$ cat src/rtl/execute_stage_if.sv
`default_nettype none
// +-----------------------------------------------------------------------+
// | execute_stage_if : E-register inputs, forwarding and M-register bus    |
// | Rev 1.0                                                               |
// +-----------------------------------------------------------------------+
interface execute_stage_if #(
    parameter int DATA_W = 64
);
    logic [3:0]        E_icode;
    logic [3:0]        E_ifun;
    logic [DATA_W-1:0] E_valA;
    logic [DATA_W-1:0] E_valB;
    logic [DATA_W-1:0] E_valC;
    logic [3:0]        E_dstE;
    logic [3:0]        E_dstM;
    logic [1:0]        E_stat;
    logic [1:0]        m_stat;
    logic [1:0]        W_stat;
    logic              M_bubble;
    logic [DATA_W-1:0] e_valE;
    logic [3:0]        e_dstE;
    logic              e_Cnd;
    logic [3:0]        M_icode;
    logic              M_Cnd;
    logic [DATA_W-1:0] M_valE;
    logic [DATA_W-1:0] M_valA;
    logic [3:0]        M_dstE;
    logic [3:0]        M_dstM;
    logic [1:0]        M_stat;

    modport master (
        output E_icode, E_ifun, E_valA, E_valB, E_valC, E_dstE, E_dstM, E_stat,
        output m_stat, W_stat, M_bubble,
        input  e_valE, e_dstE, e_Cnd,
        input  M_icode, M_Cnd, M_valE, M_valA, M_dstE, M_dstM, M_stat
    );

    modport slave (
        input  E_icode, E_ifun, E_valA, E_valB, E_valC, E_dstE, E_dstM, E_stat,
        input  m_stat, W_stat, M_bubble,
        output e_valE, e_dstE, e_Cnd,
        output M_icode, M_Cnd, M_valE, M_valA, M_dstE, M_dstM, M_stat
    );
endinterface
`default_nettype wire

$ cat src/rtl/execute_stage.sv
`default_nettype none
// +-----------------------------------------------------------------------+
// | execute_stage : Y86-64 execute - ALU, condition codes, M register      |
// | Rev 1.0                                                               |
// +-----------------------------------------------------------------------+
module execute_stage #(
    parameter int         DATA_W = 64,
    parameter logic [3:0] RNONE  = 4'hF
) (
    input  logic          clk,
    input  logic          reset,
    execute_stage_if.slave ex
);
    localparam logic [DATA_W-1:0] C_NEG8   = ~DATA_W'(7);
    localparam logic [DATA_W-1:0] C_POS8   = DATA_W'(8);
    localparam logic [1:0]        C_FN_ADD = 2'd0;
    localparam logic [1:0]        C_FN_SUB = 2'd1;
    localparam logic [1:0]        C_FN_AND = 2'd2;
    localparam logic [1:0]        C_FN_XOR = 2'd3;
    localparam int                C_MSB    = DATA_W - 1;

    logic [DATA_W-1:0] w_alu_a;
    logic [DATA_W-1:0] w_alu_b;
    logic [DATA_W-1:0] w_res;
    logic [1:0]        w_fn;
    logic              w_of;
    logic              w_set_cc;
    logic              w_cnd;
    logic [3:0]        w_dst_e;
    logic              r_zf;
    logic              r_sf;
    logic              r_of;

    always_comb begin
        w_alu_a = '0;
        w_alu_b = '0;
        case (ex.E_icode)
            4'h2, 4'h6:       w_alu_a = ex.E_valA;
            4'h3, 4'h4, 4'h5: w_alu_a = ex.E_valC;
            4'h8, 4'hA:       w_alu_a = C_NEG8;
            4'h9, 4'hB:       w_alu_a = C_POS8;
            default:          w_alu_a = '0;
        endcase
        case (ex.E_icode)
            4'h4, 4'h5, 4'h6, 4'h8, 4'h9, 4'hA, 4'hB: w_alu_b = ex.E_valB;
            default:                                  w_alu_b = '0;
        endcase
    end

    always_comb begin
        w_fn = C_FN_ADD;
        if (ex.E_icode == 4'h6) begin
            case (ex.E_ifun)
                4'h1:    w_fn = C_FN_SUB;
                4'h2:    w_fn = C_FN_AND;
                4'h3:    w_fn = C_FN_XOR;
                default: w_fn = C_FN_ADD;
            endcase
        end
    end

    always_comb begin
        w_res = w_alu_b + w_alu_a;
        w_of  = (w_alu_a[C_MSB] == w_alu_b[C_MSB]) && (w_res[C_MSB] != w_alu_a[C_MSB]);
        case (w_fn)
            C_FN_SUB: begin
                w_res = w_alu_b - w_alu_a;
                w_of  = (w_alu_a[C_MSB] != w_alu_b[C_MSB]) && (w_res[C_MSB] != w_alu_b[C_MSB]);
            end
            C_FN_AND: begin
                w_res = w_alu_a & w_alu_b;
                w_of  = 1'b0;
            end
            C_FN_XOR: begin
                w_res = w_alu_a ^ w_alu_b;
                w_of  = 1'b0;
            end
            default: ;
        endcase
    end

    // Condition is evaluated from the CC already latched, so an OPq never sees its own flags.
    always_comb begin
        w_cnd = 1'b0;
        case (ex.E_ifun)
            4'h0:    w_cnd = 1'b1;
            4'h1:    w_cnd = (r_sf ^ r_of) | r_zf;
            4'h2:    w_cnd = r_sf ^ r_of;
            4'h3:    w_cnd = r_zf;
            4'h4:    w_cnd = ~r_zf;
            4'h5:    w_cnd = ~(r_sf ^ r_of);
            4'h6:    w_cnd = ~(r_sf ^ r_of) & ~r_zf;
            default: w_cnd = 1'b0;
        endcase
    end

    assign w_dst_e  = ((ex.E_icode == 4'h2) && !w_cnd) ? RNONE : ex.E_dstE;
    assign w_set_cc = (ex.E_icode == 4'h6) && (ex.m_stat == 2'd0) && (ex.W_stat == 2'd0) && !reset;

    assign ex.e_valE = w_res;
    assign ex.e_dstE = w_dst_e;
    assign ex.e_Cnd  = w_cnd;

    always_ff @(posedge clk) begin
        if (reset) begin
            r_zf <= 1'b1;
            r_sf <= 1'b0;
            r_of <= 1'b0;
        end else if (w_set_cc) begin
            r_zf <= (w_res == '0);
            r_sf <= w_res[C_MSB];
            r_of <= w_of;
        end
    end

    always_ff @(posedge clk) begin
        if (reset || ex.M_bubble) begin
            ex.M_icode <= 4'h1;
            ex.M_Cnd   <= 1'b0;
            ex.M_valE  <= '0;
            ex.M_valA  <= '0;
            ex.M_dstE  <= RNONE;
            ex.M_dstM  <= RNONE;
            ex.M_stat  <= 2'd0;
        end else begin
            ex.M_icode <= ex.E_icode;
            ex.M_Cnd   <= w_cnd;
            ex.M_valE  <= w_res;
            ex.M_valA  <= ex.E_valA;
            ex.M_dstE  <= w_dst_e;
            ex.M_dstM  <= ex.E_dstM;
            ex.M_stat  <= ex.E_stat;
        end
    end
endmodule
`default_nettype wire
$ cat src/flat_wrapper.sv
// flat-port wrapper written by rule: the top's interface ports become plain ports
module execute_stage_flat 
#(
    parameter int         DATA_W = 64,
    parameter logic [3:0] RNONE  = 4'hF
)
  (clk, reset, ex_E_icode, ex_E_ifun, ex_E_valA, ex_E_valB, ex_E_valC, ex_E_dstE, ex_E_dstM, ex_E_stat, ex_m_stat, ex_W_stat, ex_M_bubble, ex_e_valE, ex_e_dstE, ex_e_Cnd, ex_M_icode, ex_M_Cnd, ex_M_valE, ex_M_valA, ex_M_dstE, ex_M_dstM, ex_M_stat);
  execute_stage_if #(.DATA_W(DATA_W)) ex_i ();
  input  logic clk;
  input  logic reset;
  input wire logic [$bits(ex_i.E_icode)-1:0] ex_E_icode;
  input wire logic [$bits(ex_i.E_ifun)-1:0] ex_E_ifun;
  input wire logic [$bits(ex_i.E_valA)-1:0] ex_E_valA;
  input wire logic [$bits(ex_i.E_valB)-1:0] ex_E_valB;
  input wire logic [$bits(ex_i.E_valC)-1:0] ex_E_valC;
  input wire logic [$bits(ex_i.E_dstE)-1:0] ex_E_dstE;
  input wire logic [$bits(ex_i.E_dstM)-1:0] ex_E_dstM;
  input wire logic [$bits(ex_i.E_stat)-1:0] ex_E_stat;
  input wire logic [$bits(ex_i.m_stat)-1:0] ex_m_stat;
  input wire logic [$bits(ex_i.W_stat)-1:0] ex_W_stat;
  input wire logic [$bits(ex_i.M_bubble)-1:0] ex_M_bubble;
  output wire logic [$bits(ex_i.e_valE)-1:0] ex_e_valE;
  output wire logic [$bits(ex_i.e_dstE)-1:0] ex_e_dstE;
  output wire logic [$bits(ex_i.e_Cnd)-1:0] ex_e_Cnd;
  output wire logic [$bits(ex_i.M_icode)-1:0] ex_M_icode;
  output wire logic [$bits(ex_i.M_Cnd)-1:0] ex_M_Cnd;
  output wire logic [$bits(ex_i.M_valE)-1:0] ex_M_valE;
  output wire logic [$bits(ex_i.M_valA)-1:0] ex_M_valA;
  output wire logic [$bits(ex_i.M_dstE)-1:0] ex_M_dstE;
  output wire logic [$bits(ex_i.M_dstM)-1:0] ex_M_dstM;
  output wire logic [$bits(ex_i.M_stat)-1:0] ex_M_stat;
  assign ex_i.E_icode = ex_E_icode;
  assign ex_i.E_ifun = ex_E_ifun;
  assign ex_i.E_valA = ex_E_valA;
  assign ex_i.E_valB = ex_E_valB;
  assign ex_i.E_valC = ex_E_valC;
  assign ex_i.E_dstE = ex_E_dstE;
  assign ex_i.E_dstM = ex_E_dstM;
  assign ex_i.E_stat = ex_E_stat;
  assign ex_i.m_stat = ex_m_stat;
  assign ex_i.W_stat = ex_W_stat;
  assign ex_i.M_bubble = ex_M_bubble;
  assign ex_e_valE = ex_i.e_valE;
  assign ex_e_dstE = ex_i.e_dstE;
  assign ex_e_Cnd = ex_i.e_Cnd;
  assign ex_M_icode = ex_i.M_icode;
  assign ex_M_Cnd = ex_i.M_Cnd;
  assign ex_M_valE = ex_i.M_valE;
  assign ex_M_valA = ex_i.M_valA;
  assign ex_M_dstE = ex_i.M_dstE;
  assign ex_M_dstM = ex_i.M_dstM;
  assign ex_M_stat = ex_i.M_stat;
  execute_stage #(.DATA_W(DATA_W), .RNONE(RNONE)) u_core (.clk(clk), .reset(reset), .ex(ex_i));
endmodule
$ cat config.mk
export PLATFORM = sky130hd
export DESIGN_NAME = execute_stage_flat
export DESIGN_NICKNAME = d
export VERILOG_FILES = /design/src/rtl/execute_stage_if.sv /design/src/rtl/execute_stage.sv /design/src/flat_wrapper.sv
export SDC_FILE = /design/constraint.sdc
export NUM_CORES = 1
export LEC_CHECK = 0
export ABC_CLOCK_PERIOD_IN_PS = 6550
export CAP_MARGIN = 15
export CELL_PAD_IN_SITES_DETAIL_PLACEMENT = 0
export CELL_PAD_IN_SITES_GLOBAL_PLACEMENT = 2
export CORE_MARGIN = 2
export CORE_UTILIZATION = 25
export DETAILED_ROUTE_END_ITERATION = 16
export PLACE_DENSITY = 0.85
export SLEW_MARGIN = 30
export SYNTH_ARGS = -nofsm -noshare
export SYNTH_HDL_FRONTEND = slang
export SYNTH_SLANG_ARGS = --single-unit
$ cat constraint.sdc
create_clock -name clk -period 6.55 [get_ports clk]
set_input_delay 1.31 -clock clk [delete_from_list [all_inputs] [get_ports clk]]
set_output_delay 1.31 -clock clk [all_outputs]
set_load 0.1 [all_outputs]
Figure 1. The metal 4 layer (run 1).
(1.5 px per µm) Supply wires on this layer in gray.
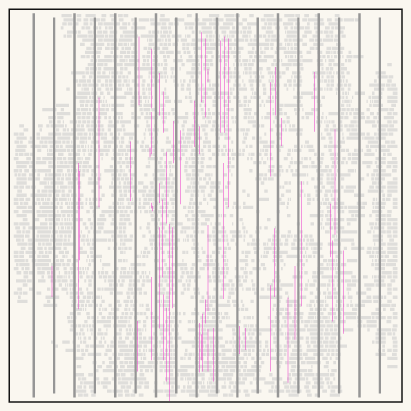
46 nets have wire on it. The longest straight run is 118 µm.
DR vias: 23,300
Routed WL: 103 mm

Figure 2. Metal 3 (run 1).
(2 px per µm)
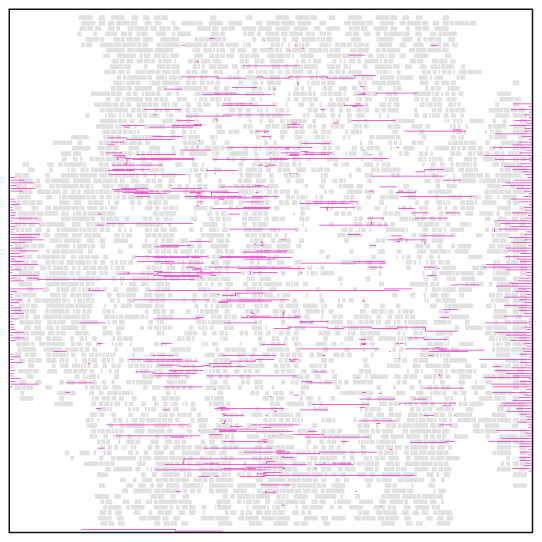
The longest straight run is 125 µm. The layer holds 5.7% of the routed length. The wires run mostly horizontal. The layer carries 5,880 µm of wire. 445 nets have wire on it.
global-route met3 utilization: 0.0385

Figure 3. Layout detail (run 1).
Region (171, 171) to (221, 221) µm. Cells in gray, sequential cells in the stronger gray; small squares are vias.
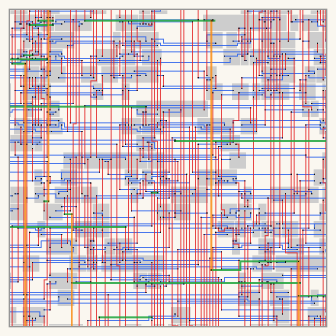
Red is metal 2. Green is metal 3. Orange is metal 4. Blue is metal 1.
Most frequent: buf_4 (39), a21oi_1 (12), nor2_1 (11). Sequential cells in the window: 0. 136 logic cells have their middle in the window.

[run 1: worst min path at each step]
stage / start / endpoint / slack [ns] / cells past startpoint
finish: u_core.r_sf / u_core.r_sf / 0.48 / 2
global route: u_core.r_sf / u_core.r_sf / 0.50 / 2
CTS: u_core.r_sf / u_core.r_sf / 0.48 / 2
detailed placement: u_core.r_sf / u_core.r_sf / 0.47 / 2
global placement: u_core.r_sf / u_core.r_sf / 0.46 / 2
floorplan: u_core.r_sf / u_core.r_sf / 0.45 / 2
[run 1: what timing repair did]
item | in CTS | in global routing
pin swaps | 115 | 163
gates resized | 434 | 276
gates cloned | 5 | 2
setup endpoints to repair | 56 | 47
setup buffers | 93 | 91
[run 1: power by group]
group          total (µW)  switching [µW]  internal, µW  leakage [µW]
Sequential            948            13.2           934       0.00120
Combinational        4710            2700          2010        0.0139
Clock                1130             520           610      0.000304
Total                6790            3230          3560        0.0154
[run 1: synthesized netlist by cell type, types with 10 or more instances]
| cell type | instances |
|---|---|
| sky130_fd_sc_hd__nor4_1 | 25 |
| sky130_fd_sc_hd__o211ai_1 | 26 |
| sky130_fd_sc_hd__a21oi_1 | 174 |
| sky130_fd_sc_hd__xor2_1 | 21 |
| sky130_fd_sc_hd__nand2_1 | 153 |
| sky130_fd_sc_hd__buf_2 | 25 |
| sky130_fd_sc_hd__and2_1 | 107 |
| sky130_fd_sc_hd__nor2_1 | 191 |
| sky130_fd_sc_hd__o31ai_1 | 15 |
| sky130_fd_sc_hd__a211oi_1 | 33 |
| sky130_fd_sc_hd__a31oi_1 | 23 |
| sky130_fd_sc_hd__or2_2 | 13 |
| sky130_fd_sc_hd__a22oi_1 | 13 |
| sky130_fd_sc_hd__nor2b_1 | 96 |
| sky130_fd_sc_hd__o21bai_1 | 22 |
| sky130_fd_sc_hd__clkbuf_1 | 105 |
| sky130_fd_sc_hd__nand4_1 | 41 |
| sky130_fd_sc_hd__a21boi_0 | 10 |
| sky130_fd_sc_hd__or3_1 | 19 |
| sky130_fd_sc_hd__dfxtp_1 | 146 |
| sky130_fd_sc_hd__nand2b_1 | 35 |
| sky130_fd_sc_hd__o21a_1 | 16 |
| sky130_fd_sc_hd__inv_1 | 143 |
| sky130_fd_sc_hd__ha_1 | 141 |
| sky130_fd_sc_hd__xnor2_1 | 45 |
| sky130_fd_sc_hd__nor3b_1 | 21 |
| sky130_fd_sc_hd__o21ai_0 | 130 |
| sky130_fd_sc_hd__a221oi_1 | 75 |
| sky130_fd_sc_hd__a21o_1 | 46 |
| sky130_fd_sc_hd__nor3_1 | 40 |
| sky130_fd_sc_hd__and3_1 | 17 |
| sky130_fd_sc_hd__mux2i_1 | 23 |
| sky130_fd_sc_hd__nand3_1 | 50 |
[run 1: per-layer routing]
layer	vias to the layer above	global-route usage
met2	840	0.482
met5	-	0
met1	11400	0.390
met4	0	0.0878
li1	11000	-
met3	123	0.0385
[run 1: worst max-delay path: cells and delay by family]
kind / cells / cell delay, ns
compound gates: 9 / 2.25
buf+inv: 8 / 0.83
simple gates: 4 / 0.68
fa+ha+maj: 2 / 0.49
xor+xnor: 1 / 0.13
==> flow_summary_export.csv, run 1 <==
group,metric,value,unit
setup_path,critPathKind,"in -> out",
logic_synthesis,synth_flops,146,
logic_synthesis,synth-warning-count,0,
place,dpl_cell_area,28800,µm²
layout,post_route_cells_drive_above_1_share,0.451,
logic_synthesis,yosys-mux-area-fraction,0.0167,
logic_synthesis,syn_inst,2265,
pwr,power.ir.vdd_worst,0.209,mV
pwr,report.power.total,6790,µW
timing,post-route-period-util,1.07,
clocking,numClockSinks,146,
drt,highest_layer,"met4",
layout,nonClkBufAreaFrac,0.391,
layout,layout_top_cells_excl_fill_tap,"sky130_fd_sc_hd__buf_4, sky130_fd_sc_hd__clkdlybuf4s50_1, sky130_fd_sc_hd__nor2_1",
timing,post-route-worst-setup-slack,-0.454,ns
clocking,tritoncts,"yes",
drt,remaining_number_of_nets_flagged_by_the_antenna_check_after_routing,0,
layout,largest_registers,"u_core.ex.M_valA x64, u_core.ex.M_valE x64",
setup_path,critical-path-slowest-cell,"sky130_fd_sc_hd__a221o_4",
layout,antenna_cells_inserted,0,
floorplanning,core_area,65500,µm²
logic_synthesis,postSynth.topFlopCell,"sky130_fd_sc_hd__dfxtp_1",
setup_path,reg2reg_to,"u_core.ex.M_dstE[2]",
drt,number_of_vias_per_cell_after_detailed_routing,5.22,
clocking,cts.hold.buffers_added,0,
logic_synthesis,netlist-cell-type-count,107,
timing,fin_worst_hold_slack,0.476,ns
logic_synthesis,simple_gate_share,0.283,
floorplanning,ioPinCount,429,
setup_path,data_arrival_critical_path,5.69,ns
run_status,violations,"setup timing",
clocking,cts_root_buf,"sky130_fd_sc_hd__clkbuf_16",
setup_path,path_cells,"buf_12 > buf_6 > buf_6 > nor2b_4 > a21boi_4 > buf_6 > buf_6 > nor2b_4 > buf_6 > ha_4 > inv_2 > fa_2 > and2b_2 > o2111ai_4 > a31oi_4 > nand4_4 > a31oi_4 > o31ai_4 > o31a_4 > o31a_4 > o41ai_4 > xnor2_2 > a221o_4 > buf_12",
logic_synthesis,synthXorXnorAreaFrac,0.0350,
run_status,run_status,"finished, violations left",
timing,finalHoldViolCount,0,
logic_synthesis,post-synth-top-area-fraction,0.177,
timing,slew_violations,0,
drt,wire_per_inst,23.1,µm
setup_path,startpoint_type,"primary input",
setup_path,worst_setup_path_end_kind,"output pin",
layout,comb_share,0.458,
layout,final_cells,4468,
logic_synthesis,yosys-stat-area,16500,µm²
logic_synthesis,logic_family,"AND-OR/OR-AND gates",
timing,final.setup_skew,0.00468,ns
timing,setup_viol,28,
clocking,cts-root-to-sink-buffers,2,
clocking,clock_latency,0.50,ns
grt,grt_pass1_wl,148,mm
==> run 1 -> run 2 <==
--- a/config.mk
+++ b/config.mk
@@ -12,6 +12,7 @@
 export CORE_MARGIN = 2
 export CORE_UTILIZATION = 25
 export DETAILED_ROUTE_END_ITERATION = 16
+export GPL_TIMING_DRIVEN = 1
 export PLACE_DENSITY = 0.85
 export SLEW_MARGIN = 30
 export SYNTH_ARGS = -nofsm -noshare
Figure 4. The clock network (run 2).
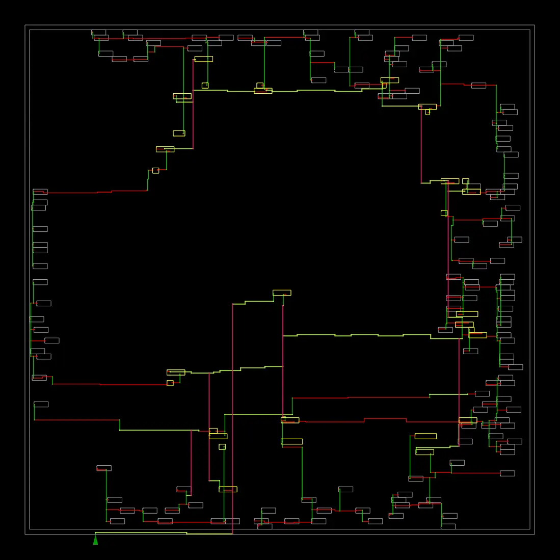
tally of clock buffers in the finished layout: 17
clock buffer count from CTS: 17
Seq cells: 146
total clock network power: 1130 µW
Worst Clk Skew: 0.00468 ns

==> flow_summary_export.csv, run 2 <==
group,metric,value,unit
pwr,p_seq_frac,0.140,
logic_synthesis,netlist-cell-type-count,107,
clocking,cts-root-to-sink-buffers,2,
logic_synthesis,common_cells,"sky130_fd_sc_hd__nor2_1, sky130_fd_sc_hd__a21oi_1, sky130_fd_sc_hd__nand2_1",
setup_path,path_cells,"buf_12 > buf_6 > buf_6 > nor2b_4 > a21boi_4 > buf_6 > buf_6 > nor2b_4 > buf_6 > ha_4 > inv_2 > fa_2 > and2b_2 > o2111ai_4 > a31oi_4 > nand4_4 > a31oi_4 > o31ai_4 > o31a_4 > o31a_4 > o41ai_4 > xnor2_2 > a221o_4 > buf_12",
logic_synthesis,yosys-stat-area,16500,µm²
setup_path,data_arrival_critical_path,5.69,ns
timing,slew_violations,0,
logic_synthesis,syn_inst,2265,
drt,remaining_number_of_nets_flagged_by_the_antenna_check_after_routing,0,
timing,transition_time_at_the_pin_with_the_least_slew_margin,1.01,ns
setup_path,worst_setup_path_end_kind,"output pin",
drt,wire_per_inst,23.1,µm
clocking,numClockSinks,146,
hold_path,hold_end,"u_core.r_sf",
timing,post-route-worst-setup-slack,-0.454,ns
logic_synthesis,postSynth.topFlopCell,"sky130_fd_sc_hd__dfxtp_1",
logic_synthesis,synth_flops,146,
place,gp_congestion,0.939,
hold_path,min_path_cells,2,
pwr,power_switching_share,0.476,
run_status,run_status,"finished, violations left",
timing,setup_viol,28,
drt,number_of_vias_per_cell_after_detailed_routing,5.22,
pwr,comb_power_share,0.694,
logic_synthesis,synthMostInstantiatedCell,"sky130_fd_sc_hd__nor2_1",
logic_synthesis,synth-warning-count,0,
timing,post-route-period-util,1.07,
floorplanning,ioPinCount,429,
pwr,power.ir.vdd_worst,0.209,mV
setup_path,critPathKind,"in -> out",
layout,final_cells,4468,
pwr,power.switching,3230,µW
run_status,violations,"setup timing",
timing,finalHoldViolCount,0,
hold_path,hp-start,"u_core.r_sf",
clocking,cts.hold.buffers_added,0,
grt,grt_pass1_wl,148,mm
setup_path,reg2reg_to,"u_core.ex.M_dstE[2]",
layout,layout_top_cells_excl_fill_tap,"sky130_fd_sc_hd__buf_4, sky130_fd_sc_hd__clkdlybuf4s50_1, sky130_fd_sc_hd__nor2_1",
drt,route.final.wire_length,103,mm
setup_path,critical-path-slowest-cell,"sky130_fd_sc_hd__a221o_4",
setup_path,startpoint_type,"primary input",
timing,clock.fmax,0.143,GHz
pwr,p_int,3560,µW
floorplanning,core_area,65500,µm²
layout,post_route_cells_drive_above_1_share,0.451,
timing,fin_worst_hold_slack,0.476,ns
logic_synthesis,post-synth-top-area-fraction,0.177,
run 2: routing by layer:
| metal | vias to the layer above | share of wire | GRT usage |
|---|---|---|---|
| li1 | 11000 | - | - |
| met1 | 11400 | 0.45 | 0.390 |
| met2 | 840 | 0.47 | 0.482 |
| met3 | 123 | 0.057 | 0.0385 |
| met4 | 0 | 0.024 | 0.0878 |
| met5 | - | 0 | 0 |
run 2: layout make-up:
type | instances | area share
Inverter | 146 | 0.0164
Clock buffer | 17 | 0.0123
Multi-Input combinational cell | 1830 | 0.458
Tap cell | 864 | 0.0314
Clock inverter | 15 | 0.00570
Timing Repair Buffer | 1450 | 0.391
Sequential cell | 146 | 0.0848
run 2: worst max path at each step:
| stage | startpoint | to | slack [ns] | cells after the start |
|---|---|---|---|---|
| after floorplan | ex_E_icode[0] | ex_e_valE[58] | -0.39 | 14 |
| after CTS | ex_E_icode[2] | ex_e_valE[56] | -0.53 | 24 |
| final | ex_E_icode[2] | ex_e_valE[56] | -0.45 | 24 |
| after global routing | ex_E_icode[2] | ex_e_valE[56] | -0.56 | 24 |
| after global placement | ex_E_icode[2] | u_core.r_zf | -1.26 | 25 |
| after detailed placement | ex_E_icode[2] | u_core.r_zf | -1.26 | 25 |
run 2: power groups by stage:
stage | logic [µW] | clock network, µW | registers, µW
floorplan | 1760 | 0 | 1310
global placement | 4010 | 0 | 967
detailed placement | 4030 | 0 | 969
CTS | 4400 | 1160 | 948
global route | 4920 | 1190 | 951
finish | 4710 | 1130 | 948
run 2: timing repair:
action | 4_1_cts | 5_1_grt
endpoints found under the setup margin | 56 | 47
setup buffers | 93 | 91
gates resized | 434 | 276
cloned | 5 | 2
endpoints found under the hold margin | 0 | 0
pin swaps | 115 | 163
run 2: critical path, delay by kind of cell:
kind            cells  cell delay (ns)
compound gates      9             2.25
xor+xnor            1             0.13
fa+ha+maj           2             0.49
buf+inv             8             0.83
simple gates        4             0.68
run 2: logic make-up after synthesis:
family / synth area share
AOI/OAI and AO/OA: 0.310
xor gates and xnor gates: 0.0350
adders and majority gates: 0.109
buffers and inverters: 0.0686
DFF: 0.177
muxes: 0.0167
and+or+nand+nor: 0.283
run 2: stage by stage:
| stage | cell area [µm²] | utilization | worst slack [ns] | total power, µW | setup TNS (ns) |
|---|---|---|---|---|---|
| finish | 34500 | 0.526 | -0.454 | 6790 | -6.35 |
| global placement | 28800 | 0.440 | -1.26 | 4980 | -41.68 |
| floorplan | 17000 | - | -0.389 | 3070 | -1.22 |
| CTS | 32400 | 0.495 | -0.526 | 6510 | -5.54 |
| global route | 34500 | 0.526 | -0.560 | 7060 | -10.47 |
| detailed placement | 28800 | 0.440 | -1.26 | 5000 | -43.58 |
Power and IR drop assume default switching activity.
